<file path="src/rtl/bpi_pkg.sv">
// Shared types and constants for the BPI flash bus cycle engine:
// state encoding, default bus timings and bus widths.
package bpi_pkg;

    localparam int unsigned BPI_AW = 23;
    localparam int unsigned BPI_DW = 16;
    localparam int unsigned CNT_W  = 8;

    localparam int unsigned T_SETUP_DEF = 2;
    localparam int unsigned T_WE_DEF    = 4;
    localparam int unsigned T_ACC_DEF   = 8;
    localparam int unsigned T_HOLD_DEF  = 2;
    localparam int unsigned T_REC_DEF   = 2;

    typedef enum logic [2:0] {
        ST_IDLE    = 3'd0,
        ST_SETUP   = 3'd1,
        ST_STROBE  = 3'd2,
        ST_HOLD    = 3'd3,
        ST_RECOVER = 3'd4
    } bpi_state_e;

    // A phase of N cycles loads N-1 and advances when the counter reads zero.
    function automatic logic [CNT_W-1:0] ld_val(input int unsigned cycles);
        return CNT_W'(cycles - 1);
    endfunction

endpackage

</file>
<file path="src/rtl/bpi_dly_cnt.sv">
// Phase delay counter: loads a value, decrements to zero and holds there.
module bpi_dly_cnt
    import bpi_pkg::*;
(
    input  logic             clk_i,
    input  logic             rst_i,
    input  logic             ld_i,
    input  logic [CNT_W-1:0] ld_val_i,
    output logic             zero_o
);

    logic [CNT_W-1:0] cnt_q;
    logic [CNT_W-1:0] cnt_d;

    always_comb begin
        cnt_d = cnt_q;
        if (ld_i) begin
            cnt_d = ld_val_i;
        end else if (cnt_q != '0) begin
            cnt_d = cnt_q - CNT_W'(1);
        end
    end

    always_ff @(posedge clk_i or posedge rst_i) begin
        if (rst_i) begin
            cnt_q <= '0;
        end else begin
            cnt_q <= cnt_d;
        end
    end

    assign zero_o = (cnt_q == '0);

endmodule

</file>
<file path="src/rtl/bpi_cycle_engine.sv">
// Timed asynchronous BPI flash read/write cycle engine with sequencer handshake.
// Optional macro BPI_DQ_REG_EN: register BPI_DQ_I before capture (read strobe +1 cycle).
module bpi_cycle_engine
    import bpi_pkg::*;
#(
    parameter int unsigned T_SETUP = T_SETUP_DEF,
    parameter int unsigned T_WE    = T_WE_DEF,
    parameter int unsigned T_ACC   = T_ACC_DEF,
    parameter int unsigned T_HOLD  = T_HOLD_DEF,
    parameter int unsigned T_REC   = T_REC_DEF
) (
    input  logic              CLK,
    input  logic              RST,
    input  logic              EXECUTE,
    input  logic              CYCLE2,
    input  logic              WR,
    input  logic [BPI_AW-1:0] ADDR,
    input  logic [BPI_DW-1:0] DATA1,
    input  logic [BPI_DW-1:0] DATA2,
    output logic              RDY,
    output logic              BUSY,
    output logic              LD_DAT,
    output logic [BPI_DW-1:0] RDATA,
    output logic [BPI_AW-1:0] BPI_A,
    input  logic [BPI_DW-1:0] BPI_DQ_I,
    output logic [BPI_DW-1:0] BPI_DQ_O,
    output logic              BPI_DQ_OE,
    output logic              BPI_CE_B,
    output logic              BPI_OE_B,
    output logic              BPI_WE_B,
    output logic              BPI_ADV_B
);

    localparam logic [CNT_W-1:0] SETUP_LD = ld_val(T_SETUP);
    localparam logic [CNT_W-1:0] WE_LD    = ld_val(T_WE);
    localparam logic [CNT_W-1:0] HOLD_LD  = ld_val(T_HOLD);
    localparam logic [CNT_W-1:0] REC_LD   = ld_val(T_REC);
`ifdef BPI_DQ_REG_EN
    localparam logic [CNT_W-1:0] ACC_LD   = ld_val(T_ACC + 1);
`else
    localparam logic [CNT_W-1:0] ACC_LD   = ld_val(T_ACC);
`endif

    bpi_state_e        state_q, state_d;
    logic              armed_q, armed_d;
    logic              wr_q, wr_d;
    logic [BPI_AW-1:0] addr_q, addr_d;
    logic [BPI_DW-1:0] wdata_q, wdata_d;
    logic [BPI_DW-1:0] rdata_q, rdata_d;
    logic              ld_dat_q, ld_dat_d;
    logic              busy_q, busy_d;
    logic              rdy_q, rdy_d;
    logic              ce_b_q, ce_b_d;
    logic              oe_b_q, oe_b_d;
    logic              we_b_q, we_b_d;
    logic              adv_b_q, adv_b_d;
    logic              dq_oe_q, dq_oe_d;

    logic              cnt_ld;
    logic [CNT_W-1:0]  cnt_val;
    logic              cnt_zero;
    logic              start;
    logic              capture;
    logic [BPI_DW-1:0] dq_src;

`ifdef BPI_DQ_REG_EN
    logic [BPI_DW-1:0] dq_in_q;

    always_ff @(posedge CLK or posedge RST) begin
        if (RST) begin
            dq_in_q <= '0;
        end else begin
            dq_in_q <= BPI_DQ_I;
        end
    end

    assign dq_src = dq_in_q;
`else
    assign dq_src = BPI_DQ_I;
`endif

    bpi_dly_cnt u_dly_cnt (
        .clk_i    (CLK),
        .rst_i    (RST),
        .ld_i     (cnt_ld),
        .ld_val_i (cnt_val),
        .zero_o   (cnt_zero)
    );

    assign start = (state_q == ST_IDLE) && EXECUTE && armed_q;

    always_comb begin : fsm_next
        state_d = state_q;
        cnt_ld  = 1'b0;
        cnt_val = '0;
        capture = 1'b0;
        case (state_q)
            ST_IDLE: begin
                if (start) begin
                    state_d = ST_SETUP;
                    cnt_ld  = 1'b1;
                    cnt_val = SETUP_LD;
                end
            end
            ST_SETUP: begin
                if (cnt_zero) begin
                    state_d = ST_STROBE;
                    cnt_ld  = 1'b1;
                    cnt_val = wr_q ? WE_LD : ACC_LD;
                end
            end
            ST_STROBE: begin
                if (cnt_zero) begin
                    state_d = ST_HOLD;
                    cnt_ld  = 1'b1;
                    cnt_val = HOLD_LD;
                    capture = !wr_q;
                end
            end
            ST_HOLD: begin
                if (cnt_zero) begin
                    state_d = ST_RECOVER;
                    cnt_ld  = 1'b1;
                    cnt_val = REC_LD;
                end
            end
            ST_RECOVER: begin
                if (cnt_zero) begin
                    state_d = ST_IDLE;
                end
            end
            default: state_d = ST_IDLE;
        endcase
    end

    // Pins are registered from the next state so each phase's pin levels
    // appear exactly on the cycles the counter assigns to that phase.
    always_comb begin : out_next
        armed_d  = !EXECUTE || (armed_q && !start);
        wr_d     = start ? WR : wr_q;
        addr_d   = start ? ADDR : addr_q;
        wdata_d  = start ? (CYCLE2 ? DATA2 : DATA1) : wdata_q;
        rdata_d  = capture ? dq_src : rdata_q;
        ld_dat_d = capture;
        busy_d   = (state_d != ST_IDLE);
        rdy_d    = (state_d == ST_IDLE) && armed_d && !EXECUTE;
        ce_b_d   = !(state_d inside {ST_SETUP, ST_STROBE, ST_HOLD});
        adv_b_d  = !(state_d inside {ST_SETUP, ST_STROBE});
        we_b_d   = !((state_d == ST_STROBE) && wr_d);
        oe_b_d   = !((state_d == ST_STROBE) && !wr_d);
        dq_oe_d  = wr_d && !ce_b_d;
    end

    always_ff @(posedge CLK or posedge RST) begin
        if (RST) begin
            state_q  <= ST_IDLE;
            armed_q  <= 1'b0;
            wr_q     <= 1'b0;
            addr_q   <= '0;
            wdata_q  <= '0;
            rdata_q  <= '0;
            ld_dat_q <= 1'b0;
            busy_q   <= 1'b0;
            rdy_q    <= 1'b0;
            ce_b_q   <= 1'b1;
            oe_b_q   <= 1'b1;
            we_b_q   <= 1'b1;
            adv_b_q  <= 1'b1;
            dq_oe_q  <= 1'b0;
        end else begin
            state_q  <= state_d;
            armed_q  <= armed_d;
            wr_q     <= wr_d;
            addr_q   <= addr_d;
            wdata_q  <= wdata_d;
            rdata_q  <= rdata_d;
            ld_dat_q <= ld_dat_d;
            busy_q   <= busy_d;
            rdy_q    <= rdy_d;
            ce_b_q   <= ce_b_d;
            oe_b_q   <= oe_b_d;
            we_b_q   <= we_b_d;
            adv_b_q  <= adv_b_d;
            dq_oe_q  <= dq_oe_d;
        end
    end

    assign RDY       = rdy_q;
    assign BUSY      = busy_q;
    assign LD_DAT    = ld_dat_q;
    assign RDATA     = rdata_q;
    assign BPI_A     = addr_q;
    assign BPI_DQ_O  = wdata_q;
    assign BPI_DQ_OE = dq_oe_q;
    assign BPI_CE_B  = ce_b_q;
    assign BPI_OE_B  = oe_b_q;
    assign BPI_WE_B  = we_b_q;
    assign BPI_ADV_B = adv_b_q;

endmodule

</file>
<file path="config.mk">
export PLATFORM = sky130hd
export DESIGN_NAME = bpi_cycle_engine
export DESIGN_NICKNAME = d
export VERILOG_FILES = /design/src/rtl/bpi_pkg.sv /design/src/rtl/bpi_dly_cnt.sv /design/src/rtl/bpi_cycle_engine.sv
export SDC_FILE = /design/constraint.sdc
export NUM_CORES = 1
export LEC_CHECK = 0
export CELL_PAD_IN_SITES_DETAIL_PLACEMENT = 2
export CELL_PAD_IN_SITES_GLOBAL_PLACEMENT = 2
export CORE_ASPECT_RATIO = 0.5
export CORE_UTILIZATION = 28
export CTS_BUF_LIST = sky130_fd_sc_hd__clkbuf_8 sky130_fd_sc_hd__clkbuf_16
export CTS_CLUSTER_DIAMETER = 200
export CTS_CLUSTER_SIZE = 30
export DETAILED_ROUTE_END_ITERATION = 6
export PLACE_DENSITY_LB_ADDON = 0.25
export SLEW_MARGIN = 15
export SYNTH_ARGS = -nofsm -noshare
export SYNTH_HDL_FRONTEND = slang
export SYNTH_HIERARCHICAL = 1
export SYNTH_SLANG_ARGS = --single-unit
</file>
<file path="constraint.sdc">
create_clock -name CLK -period 4.1 [get_ports CLK]
set_clock_uncertainty 0.1 [all_clocks]
set_input_delay 0.615 -clock CLK [delete_from_list [all_inputs] [get_ports CLK]]
set_output_delay 0.615 -clock CLK [all_outputs]
set_load 0.05 [all_outputs]
</file>
==> notes.org <==
* Flow results

** Run status
- Result of the run :: completed

** Critical path
- Worst Setup Start Kind :: flip-flop
- Following the worst setup path forward leads to its endpoint at u_dly_cnt/cnt_q[7].
- Slowest-stage cell, CP :: sky130_fd_sc_hd__or4b_1
- Largest fanout on the critical path :: 17
- The worst register-to-register path has a setup slack of 1.10 ns.
- The worst register-to-register path ends at u_dly_cnt/cnt_q[7].
- Critical path type :: flip-flop to flip-flop
- In this run the number of cells on the critical path is 9.
- CP required :: 4.22 ns
- In this design, the largest share of critical-path delay is due to simple AND/OR/NAND/NOR gates.
- STA lists the startpoint of the worst register-to-register path as u_dly_cnt/cnt_q[0].
- Worst setup startpoint :: u_dly_cnt/cnt_q[0]
- Critical path data arrival time :: 3.12 ns
- Number of buffers and inverters on the critical path :: 2
- The signal on the critical path passes through inv_1 > ha_1 > or4b_1 > nor2_2 > o21ai_0 > a21oi_1 > buf_4 > nor3_1 > a221o_1.
- Per STA, the highest per-stage delay on the worst path measures 0.59 ns.
- Category of the worst setup path capture point :: flip-flop
- Register-to-Register Path Depth :: 9

** Synth
- sky130_fd_sc_hd__dfrtp_1 takes more of the synthesized area than any other cell.
- Before any placement, the netlist area is recorded as 3310 µm².
- EDFF count, synth :: 0
- Yosys synthesis warning count :: 6
- Of all flip-flops after synthesis, the portion carrying an async set or reset was 1.00.
- After synthesis, the share of cell area in mux cells is 0.184.
- Most frequently used cell type in the post-synthesis netlist :: sky130_fd_sc_hd__dfrtp_1
- Cell area leaders :: sky130_fd_sc_hd__dfrtp_1 (54%), sky130_fd_sc_hd__mux2_2 (13%), sky130_fd_sc_hd__o21ai_0 (5.7%)
- Area leader share :: 0.545
- Yosys reports a chip area of 3310 µm².
- Of the total synthesized cell area, the portion taken by XOR and XNOR cells is 0.00530.
- Syn Area/Cell :: 12.6 µm²
- Count of distinct cell types in the synthesized netlist :: 48
- The most used flip-flop cell after synthesis is sky130_fd_sc_hd__dfrtp_1.
- Top cells by instance count after synthesis :: sky130_fd_sc_hd__dfrtp_1 (72), sky130_fd_sc_hd__mux2_2 (39), sky130_fd_sc_hd__o21ai_0 (38)
- In this run, the synthesized area fraction spent on adder and majority cells is recorded as 0.00378.
- Post-Syn Instances :: 263
- Of the total synthesized cell area, the portion taken by AND, OR, NAND and NOR gates is 0.0859.
- In the synthesized netlist, the dominant kind of combinational cell is multiplexers.
- The number of cells reported by Yosys stat comes to 263.
- Sequential fraction of the synthesis area :: 0.576

** Global route
- The initial antenna violation count came to 0.
- In the global route stage, overall resource usage came out at 0.173.
- The first global-routing pass estimated 16.0 mm of wire.
- Recorded from the global router log, the overflow total was 0.
- Vias in the first global route :: 2967
- Met1 demand-to-capacity share in global routing :: 0.194
- In this run the most used layer during global routing was met2.
- Entering global routing, the biggest net connects 36 pins.

** Placed design
- Setup slack at placement :: 1.09 ns
- Port buffering added 138 buffers.
- Number of cells in the design after placement :: 551
- Placer's final routability congestion estimate :: 0.783
- Detailed placement reports a standard cell area of 4830 µm².
- Detailed placement ended at an HPWL of 7.50 mm.

** Die
- FP Core Util :: 0.294
- Die Outline Area :: 12300 µm²
- For this design the top-level I/O count stands at 139.
- According to the floorplan report, the placeable core area is 11200 µm².
- Horiz. Die Dim :: 156 µm
- Tap cells :: 159
- The floorplan has 27 rows.

** Power
- Cell internal power was estimated by the tool at 2.32 mW.
- Part of the total power dissipated in combinational logic :: 0.473
- The largest share of the power goes to combinational cells.
- Pwr per Cell Area :: 782 nW/µm²
- The flow reports power dissipated in the clock network as 896 µW.
- Clock network power share :: 0.221
- Switching power of the nets :: 1.72 mW
- Max IR drop VDD :: 0.293 mV
- The power report puts the leakage power at 2.17 nW.
- Of the total power, registers draw 0.305.
- Total power consumption of the routed design :: 4.05 mW
- The combinational power reported by the tool is 1.92 mW.
- Fraction of power spent switching nets :: 0.426

** Routing
- For this run, design rule violations remaining after detail routing come to 0.
- Once detail routing completed, the nets flagged for antenna violations numbered 0.
- After detailed routing, the average wire length per cell comes to 17.4 µm.
- After detailed routing, the wire length on met1 is 4.08 mm.
- Wire length on met2 :: 5.28 mm
- The iteration count recorded for the first detailed-route pass is 4.
- Once iteration 0 of detailed routing completed, the report listed 65 DRC markers.
- The routed design uses 402 µm of met3 wire.
- Avg Vias per Cell :: 4.64
- Signal routing reaches up to met4.

** Cells and area
- The largest cell class by area is registers.
- Final-layout fill cell count :: 1129
- For this run, the script counts the antenna cells in the layout as 0.
- For the completed layout, the total cell area is recorded as 5170 µm².
- Leaving out the clock tree, the finished layout contains an inverter count of 5.
- Post-layout instance count excluding filler cells :: 567
- Layout cells sized above 1 :: 0.176
- The layout contains a multi-input combinational cell count of 170.
- Number of clock-tree buffers in the layout :: 9
- # nets final :: 480
- In the finished design the tool counted flip-flops and latches totalling 76.
- Leaving out fill and tap cells, the most frequent cell in the layout is sky130_fd_sc_hd__clkdlybuf4s50_1.
- Portion of the layout cell area used by clock cells :: 0.0660
- Most frequent cells in the layout :: sky130_fd_sc_hd__clkdlybuf4s50_1 (138), sky130_fd_sc_hd__dfrtp_1 (72), sky130_fd_sc_hd__mux2_2 (39)
- The fraction of final cell area spent on non-clock buffers in this run is 0.271.
- Count of non-CTS buffers in the layout :: 141
- Between the synthesized netlist and the finished layout, the area growth was recorded as 56.4%.
- Flip-flop count of the largest register after layout :: 23

** Final timing
- Per the final timing report, the hold violations number 0.
- Post-Route Hold Slack :: 0.410 ns
- Setup repair after global routing missed its margin :: false
- Accumulated negative setup slack :: 0 ns
- Setup slack on the critical path of the routed design comes to 1.10 ns.
- Final count of pins violating max slew :: 0
- Min cycle time layout :: 3.00 ns
- Setup-failing EPs final :: 0
- Achievable frequency :: 333 MHz
- Slew headroom :: 0.359
- Least-Margin Pin Slew :: 0.959 ns
- Post-route period utilization is reported as 0.733.

** CTS
- The clock tree has to reach 76 sinks.
- Clock latency on the worst-skew pair, taken at its later pin, is 0.33 ns.
- In the CTS report, the clock slew at the register clock pins of the worst setup and hold paths is listed as 0.06 ns.
- In this run the deepest clock path goes through 2 buffers.
- # Post-CTS Setup Buffers :: 0
- The tree is rooted in a sky130_fd_sc_hd__clkbuf_16.
- The number of hold buffers added after CTS was 0.
- CTS buffer count :: 9
- Clock tree from TritonCTS :: done
- Post-CTS repair ended up resizing 0 cells.

** Worst hold path
- Hold-critical path endpoint :: BPI_A[10]
- STA reports the tightest min-delay check as being of type flip-flop to flip-flop.
- Looking at hold timing, the worst path starts from BPI_A[10].
- Hold analysis shows the worst path with a depth of 1.

** Run
- In this run the maximum-capacitance check reported violations numbering 0.
Metal 2:
The bar under the picture is 50 µm long.
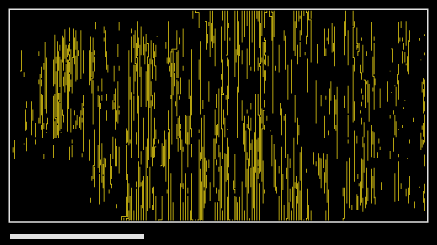
share of all routed wire	53%
nets with wire on the layer	455
longest straight run	37.6 µm
via count: 2630
met2 Usage GRT: 0.322
final wirelength: 9.88 mm

Met3 routing:
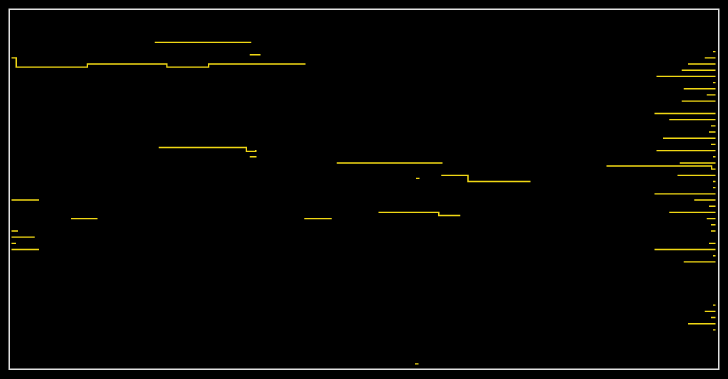
nets with wire on the layer	47
longest straight run	23.0 µm
main direction	horizontal
share of all routed wire	4.1%
global routing usage on met3: 0.0524

Sequential cells coloured by netlist name:
The bar under the picture is 50 µm long.
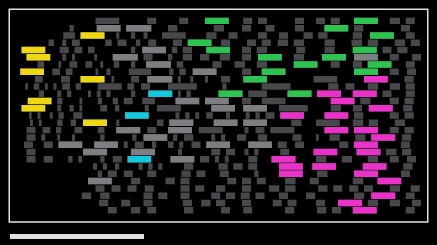
name in the netlist	colour	placed flops
RDATA	green	16
state_q	cyan	3
u_dly_cnt/cnt_q	yellow	8
BPI_A	magenta	23
not coloured	26
Seq/total area: 0.369
combined flip-flop and latch cell area: 1910 µm²
Seq power: 1.24 mW
fin util: 0.460

No activity file was given, so power comes from the tool's default toggle rates.
